`config.mk`:
```
export PLATFORM = sky130hd
export DESIGN_NAME = mod_squared_acc
export DESIGN_NICKNAME = d
export VERILOG_FILES = /design/src/rtl/mod_squared_acc_pkg.sv /design/src/rtl/mod_sq_core.sv /design/src/rtl/mod_squared_acc.sv
export SDC_FILE = /design/constraint.sdc
export NUM_CORES = 2
export LEC_CHECK = 0
export CAP_MARGIN = 20
export CORE_UTILIZATION = 55
export CTS_BUF_LIST = sky130_fd_sc_hd__clkbuf_8
export CTS_CLUSTER_SIZE = 28
export DETAILED_ROUTE_END_ITERATION = 10
export PLACE_DENSITY = 0.73
export SLEW_MARGIN = 0
export SYNTH_ARGS = -nofsm -noshare
export SYNTH_HDL_FRONTEND = slang
export SYNTH_SLANG_ARGS = --single-unit
```
`constraint.sdc`:
```
create_clock -name i_clk -period 9.02 [get_ports i_clk]
set_input_delay 1.804 -clock i_clk [delete_from_list [all_inputs] [get_ports i_clk]]
set_output_delay 1.804 -clock i_clk [all_outputs]
set_load 0.01 [all_outputs]
```
`src/rtl/mod_squared_acc_pkg.sv`:
```
// Shared radar-datapath definitions: default sample width, squared-width helper,
// S4 control states and the per-sample sideband carried down the power pipeline.
package mod_squared_acc_pkg;

  localparam int MODSQ_DATA_W = 16;
  localparam int MODSQ_CNT_W  = 8;

  function automatic int sq_w(input int data_w);
    return 2 * data_w;
  endfunction

  typedef enum logic [1:0] {
    IDLE  = 2'd0,
    ACCUM = 2'd1,
    DUMP  = 2'd2
  } s4_state_t;

  typedef struct packed {
    logic last;
    logic acc_en;
  } meta_t;

endpackage

```
`src/rtl/mod_sq_core.sv`:
```
// mod_sq_core: S1 input register, S2 signed squares, S3 sum -> exact unsigned |s|^2 plus sideband.
// Latency 3 cycles; every stage holds its contents while i_en is low.
module mod_sq_core
  import mod_squared_acc_pkg::*;
#(
  parameter int DATA_W = MODSQ_DATA_W,
  parameter int SB_W   = 1
) (
  input  logic                     i_clk,
  input  logic                     i_rst,
  input  logic                     i_en,
  input  logic                     i_vld,
  input  logic signed [DATA_W-1:0] i_i,
  input  logic signed [DATA_W-1:0] i_q,
  input  logic [SB_W-1:0]          i_sb,
  output logic                     o_vld,
  output logic [sq_w(DATA_W):0]    o_sum,
  output logic [SB_W-1:0]          o_sb
);

  localparam int SQ_W = sq_w(DATA_W);

  logic                     r_s1_vld;
  logic signed [DATA_W-1:0] r_s1_i;
  logic signed [DATA_W-1:0] r_s1_q;
  logic [SB_W-1:0]          r_s1_sb;

  logic                     r_s2_vld;
  logic [SQ_W-1:0]          r_s2_sq_i;
  logic [SQ_W-1:0]          r_s2_sq_q;
  logic [SB_W-1:0]          r_s2_sb;

  logic                     r_s3_vld;
  logic [SQ_W:0]            r_s3_sum;
  logic [SB_W-1:0]          r_s3_sb;

  logic signed [SQ_W-1:0]   w_i_ext;
  logic signed [SQ_W-1:0]   w_q_ext;
  logic signed [SQ_W-1:0]   w_sq_i;
  logic signed [SQ_W-1:0]   w_sq_q;

  // Squaring at full 2*DATA_W width keeps (-2^(DATA_W-1))^2 = 2^(2*DATA_W-2) exact.
  assign w_i_ext = {{DATA_W{r_s1_i[DATA_W-1]}}, r_s1_i};
  assign w_q_ext = {{DATA_W{r_s1_q[DATA_W-1]}}, r_s1_q};
  assign w_sq_i  = w_i_ext * w_i_ext;
  assign w_sq_q  = w_q_ext * w_q_ext;

  always_ff @(posedge i_clk) begin
    if (i_rst) begin
      r_s1_vld  <= 1'b0;
      r_s1_i    <= '0;
      r_s1_q    <= '0;
      r_s1_sb   <= '0;
      r_s2_vld  <= 1'b0;
      r_s2_sq_i <= '0;
      r_s2_sq_q <= '0;
      r_s2_sb   <= '0;
      r_s3_vld  <= 1'b0;
      r_s3_sum  <= '0;
      r_s3_sb   <= '0;
    end else if (i_en) begin
      r_s1_vld  <= i_vld;
      r_s1_i    <= i_i;
      r_s1_q    <= i_q;
      r_s1_sb   <= i_sb;
      r_s2_vld  <= r_s1_vld;
      r_s2_sq_i <= w_sq_i;
      r_s2_sq_q <= w_sq_q;
      r_s2_sb   <= r_s1_sb;
      r_s3_vld  <= r_s2_vld;
      r_s3_sum  <= {1'b0, r_s2_sq_i} + {1'b0, r_s2_sq_q};
      r_s3_sb   <= r_s2_sb;
    end
  end

  assign o_vld = r_s3_vld;
  assign o_sum = r_s3_sum;
  assign o_sb  = r_s3_sb;

endmodule

```
`src/rtl/mod_squared_acc.sv`:
```
// mod_squared_acc: pipelined I^2+Q^2 with optional non-coherent integration; define MODSQ_SAT_EN to saturate.
// Latency 4 cycles accept->result; all stages stall while o_out_valid is held by !i_out_ready.
module mod_squared_acc
  import mod_squared_acc_pkg::*;
#(
  parameter int DATA_W = MODSQ_DATA_W,
  parameter int CNT_W  = MODSQ_CNT_W,
  parameter int ACC_W  = 2 * DATA_W + CNT_W
) (
  input  logic                     i_clk,
  input  logic                     i_rst,
  input  logic                     i_in_valid,
  output logic                     o_in_ready,
  input  logic signed [DATA_W-1:0] i_in_i,
  input  logic signed [DATA_W-1:0] i_in_q,
  input  logic                     i_in_last,
  input  logic                     i_acc_en,
  input  logic [CNT_W-1:0]         i_acc_len,
  output logic                     o_out_valid,
  input  logic                     i_out_ready,
  output logic [ACC_W-1:0]         o_out_data,
  output logic                     o_out_last,
  output logic                     o_out_ovf
);

  localparam int SUM_W = sq_w(DATA_W) + 1;
  localparam int ADD_W = ((ACC_W > SUM_W) ? ACC_W : SUM_W) + 1;
  localparam int SB_W  = $bits(meta_t) + CNT_W;

  logic             w_en;
  meta_t            w_in_meta;
  logic [SB_W-1:0]  w_in_sb;
  logic             w_s3_vld;
  logic [SUM_W-1:0] w_s3_sum;
  logic [SB_W-1:0]  w_s3_sb;
  meta_t            w_s3_meta;
  logic [CNT_W-1:0] w_s3_len;

  s4_state_t        r_state;
  logic [ACC_W-1:0] r_acc;
  logic [CNT_W-1:0] r_cnt;
  logic [CNT_W-1:0] r_len;
  logic             r_ovf;
  logic             r_out_vld;
  logic             r_out_last;

  logic             w_open;
  logic             w_close;
  logic             w_carry;
  logic [CNT_W-1:0] w_len_eff;
  logic [CNT_W-1:0] w_cnt_nxt;
  logic [ADD_W-1:0] w_add;
  logic [ACC_W-1:0] w_acc_nxt;

  assign w_en       = ~r_out_vld | i_out_ready;
  assign o_in_ready = w_en;

  // Frame controls ride with every sample; S4 only honours them on a frame's first sample.
  assign w_in_meta = '{last: i_in_last, acc_en: i_acc_en};
  assign w_in_sb   = {w_in_meta, i_acc_len};

  mod_sq_core #(
    .DATA_W (DATA_W),
    .SB_W   (SB_W)
  ) u_core (
    .i_clk (i_clk),
    .i_rst (i_rst),
    .i_en  (w_en),
    .i_vld (i_in_valid),
    .i_i   (i_in_i),
    .i_q   (i_in_q),
    .i_sb  (w_in_sb),
    .o_vld (w_s3_vld),
    .o_sum (w_s3_sum),
    .o_sb  (w_s3_sb)
  );

  assign {w_s3_meta, w_s3_len} = w_s3_sb;

  assign w_open    = (r_state == ACCUM);
  assign w_len_eff = (w_s3_len == '0) ? CNT_W'(1) : w_s3_len;
  assign w_cnt_nxt = w_open ? (r_cnt + CNT_W'(1)) : CNT_W'(1);
  assign w_add     = ADD_W'(w_open ? r_acc : '0) + ADD_W'(w_s3_sum);
  assign w_carry   = |w_add[ADD_W-1:ACC_W];

`ifdef MODSQ_SAT_EN
  assign w_acc_nxt = w_carry ? {ACC_W{1'b1}} : w_add[ACC_W-1:0];
`else
  assign w_acc_nxt = w_add[ACC_W-1:0];
`endif

  // An open frame is always integrating, so only its latched length and in_last can close it.
  assign w_close = w_open ? (w_s3_meta.last | (w_cnt_nxt == r_len))
                          : (~w_s3_meta.acc_en | w_s3_meta.last | (w_len_eff == CNT_W'(1)));

  always_ff @(posedge i_clk) begin
    if (i_rst) begin
      r_state    <= IDLE;
      r_acc      <= '0;
      r_cnt      <= '0;
      r_len      <= '0;
      r_ovf      <= 1'b0;
      r_out_vld  <= 1'b0;
      r_out_last <= 1'b0;
    end else if (w_en) begin
      if (w_s3_vld) begin
        r_acc      <= w_acc_nxt;
        r_cnt      <= w_cnt_nxt;
        r_ovf      <= (w_open & r_ovf) | w_carry;
        if (!w_open) begin
          r_len <= w_len_eff;
        end
        r_state    <= w_close ? DUMP : ACCUM;
        r_out_vld  <= w_close;
        r_out_last <= w_close;
      end else if (r_state == DUMP) begin
        r_state    <= IDLE;
        r_out_vld  <= 1'b0;
        r_out_last <= 1'b0;
      end
    end
  end

  assign o_out_valid = r_out_vld;
  assign o_out_data  = r_acc;
  assign o_out_last  = r_out_last;
  assign o_out_ovf   = r_ovf;

endmodule

```
Placement density heat map:
Drawn at 1.5 px/micron. 23 x 23 tiles, from black (low) to pale yellow (high), 0 to 100% covered.
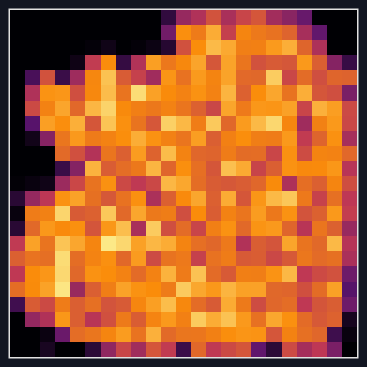
11% of the tiles are nearly empty. The emptiest ninth of the die: north-west. The fullest tile reaches 95%.

Floorplan with the power grid:
Drawn at 1.5 px/micron. Pins as bars on the die edge.
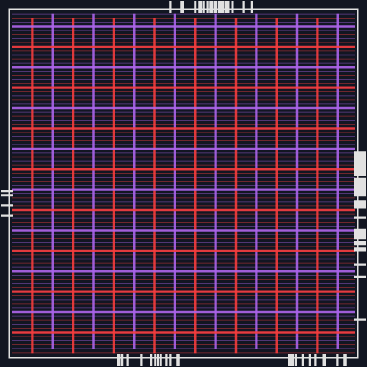
Red shows VSS. Purple shows VDD.
90 signal pins sit on the boundary. The core has 83 rows. 16 straps on met4. 84 met1 rails follow the rows. 16 straps on met5.

Where the registers sit:
Drawn at 1.5 px/micron.
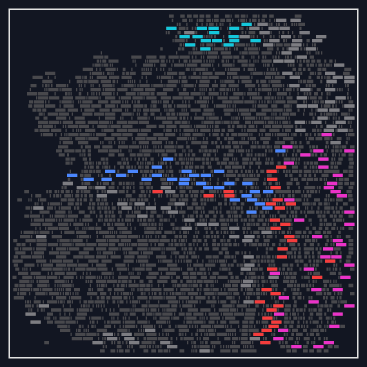
Magenta shows `o_out_data`, flops 40. Blue shows `u_core.r_s2_sq_i`, flops 31. Cyan shows `u_core.r_s1_i`, flops 16, where north. Red shows `u_core.o_sum`, flops 33.
Another 99 sequential cells are not coloured.

==> flow_summary.toml <==
# yosys + openroad results
[layout]
final_cells = 4103
mostFrequentLayoutCells = "inv_1, nand2_1, fa_1"
layout_top_cell = "inv_1"
n_antenna_cell = 0
fin_util_pct = 60.5
drive_gt1_share_pct = 3.48
area_delta_synth_final_pct = 7.95

[clocking]
postCtsHoldBufs = 0
clockBufferDepth = 3
post_cts_buffers = 0
cts_tree = "yes"
cts-root-buf = "clkbuf_8"
cts.sinks = 219
cts_max_level = 2
worstSkewPairLatency_ns = 0.62
clkSlewWorstSetupHoldPaths_ns = 0.06

[place]
dpl.cell_count = 4027
dpl_worst_slack_ns = 1.75
port_buffers = 89
hpwl_microns = 49900
place.gp.congestion = 0.894

[detailed_routing]
wire_per_inst_microns = 15.6
drc_errors = 0
drt.antenna.violating_nets = 0
routed_wl_microns = 63900
num_vias = 22100

[critical_path]
crit_top_cell = "fa_1"
worstReg2RegEnd = "u_core.r_s2_sq_q[31]$_SDFFE_PP0N_"
r2r_start = "u_core.r_s1_q[15]$_SDFFE_PP0N_"
critical_path_buf_inv_count = 4
critPathLaunchType = "flop"
critical_path_required_ns = 9.55
slowest_delay_ns = 0.77
crit_path_start = "u_core.r_s1_q[15]$_SDFFE_PP0N_"
cpMaxStageDelayCell = "dfxtp_1"
critical_path_depth = 20
path_class = "reg2reg"
cp_max_fo = 20

[sta]
finalCritPeriodShare_pct = 81.4
skew_ns = 0.0364
setup_violations = 0
rsz0062_at_grt = "no"
fin_ws_ns = 1.67
whs_ns = 0.451
relSlewSlack_pct = 30.2
final_hold_viol_count = 0
fmaxAchievable_mhz = 136
worst_pin_slew_ns = 1.05
drv_slew = 0

[global_route]
antenna_found_initial = 0
grt-ovfl-total = 0
grt_pass1_wl_microns = 108000
grt_max_degree = 169
grt_pass1_vias = 22300
grt.total_usage_pct = 24.9

[logic_synthesis]
async_reset_ff_share_pct = 0
top_area_cell = "fa_1"
synth_top_cell_by_count = "inv_1"
ys.warnings.count = 0
synthCells = 3377
numSynthFlops = 219
synth_nets = 4138
synth_cell_types = 80
yosys-stat-cells = 3377
ys.flop_type = "dfxtp_1"
synth.top_cells.by_count = "inv_1, nand2_1, fa_1, a21oi_1, ha_1"

[floorplan]
core_area_sq_mm = 0.0516
fp_util_pct = 56.0
chipHeight_microns = 231
io_pins = 90
rows = 83
die_area_sq_mm = 0.0535
fp.dieW_microns = 231

[run]
tool_warnings = 39
drv_cap = 0

[worst_hold_path]
min_to = "u_core.r_s1_q[4]$_SDFFE_PP0N_"
min_from = "u_core.r_s1_q[4]$_SDFFE_PP0N_"
hold_path_class = "reg2reg"

[power_and_ir_drop]
power_density_mw_per_mm2 = 184
p_leak_nw = 15.6

[outcome]
status = "finished clean"
## metal layers
metal,track usage [%],part of all wire (%)
met1,33.2,44
met2,42.8,49
met3,2.76,4.4
met4,6.60,2.1
met5,0,0
## cells by family after synthesis
logic type,share of synthesized area [%]
compound gates,11.8
xor+xnor,4.15
fa+ha+maj,43.1
buf+inv,10.3
flops,15.2
mux,0.286
simple gates,15.2
## report_power, final
part	internal [W]	total (W)	switching, W
combinational	0.00143	0.00335	0.00191
sequential	0.00114	0.00128	0.000147
clock	0.000624	0.00110	0.000475
## layout make-up
type                    count  area (sq um)
clock inverters            26           238
well taps                 680           851
multi-input cells        2366         21600
fillers                  4568         20400
clock buffers              50           688
inverters                 660          2480
repair buffers            102          1000
flip-flops and latches    219          4380
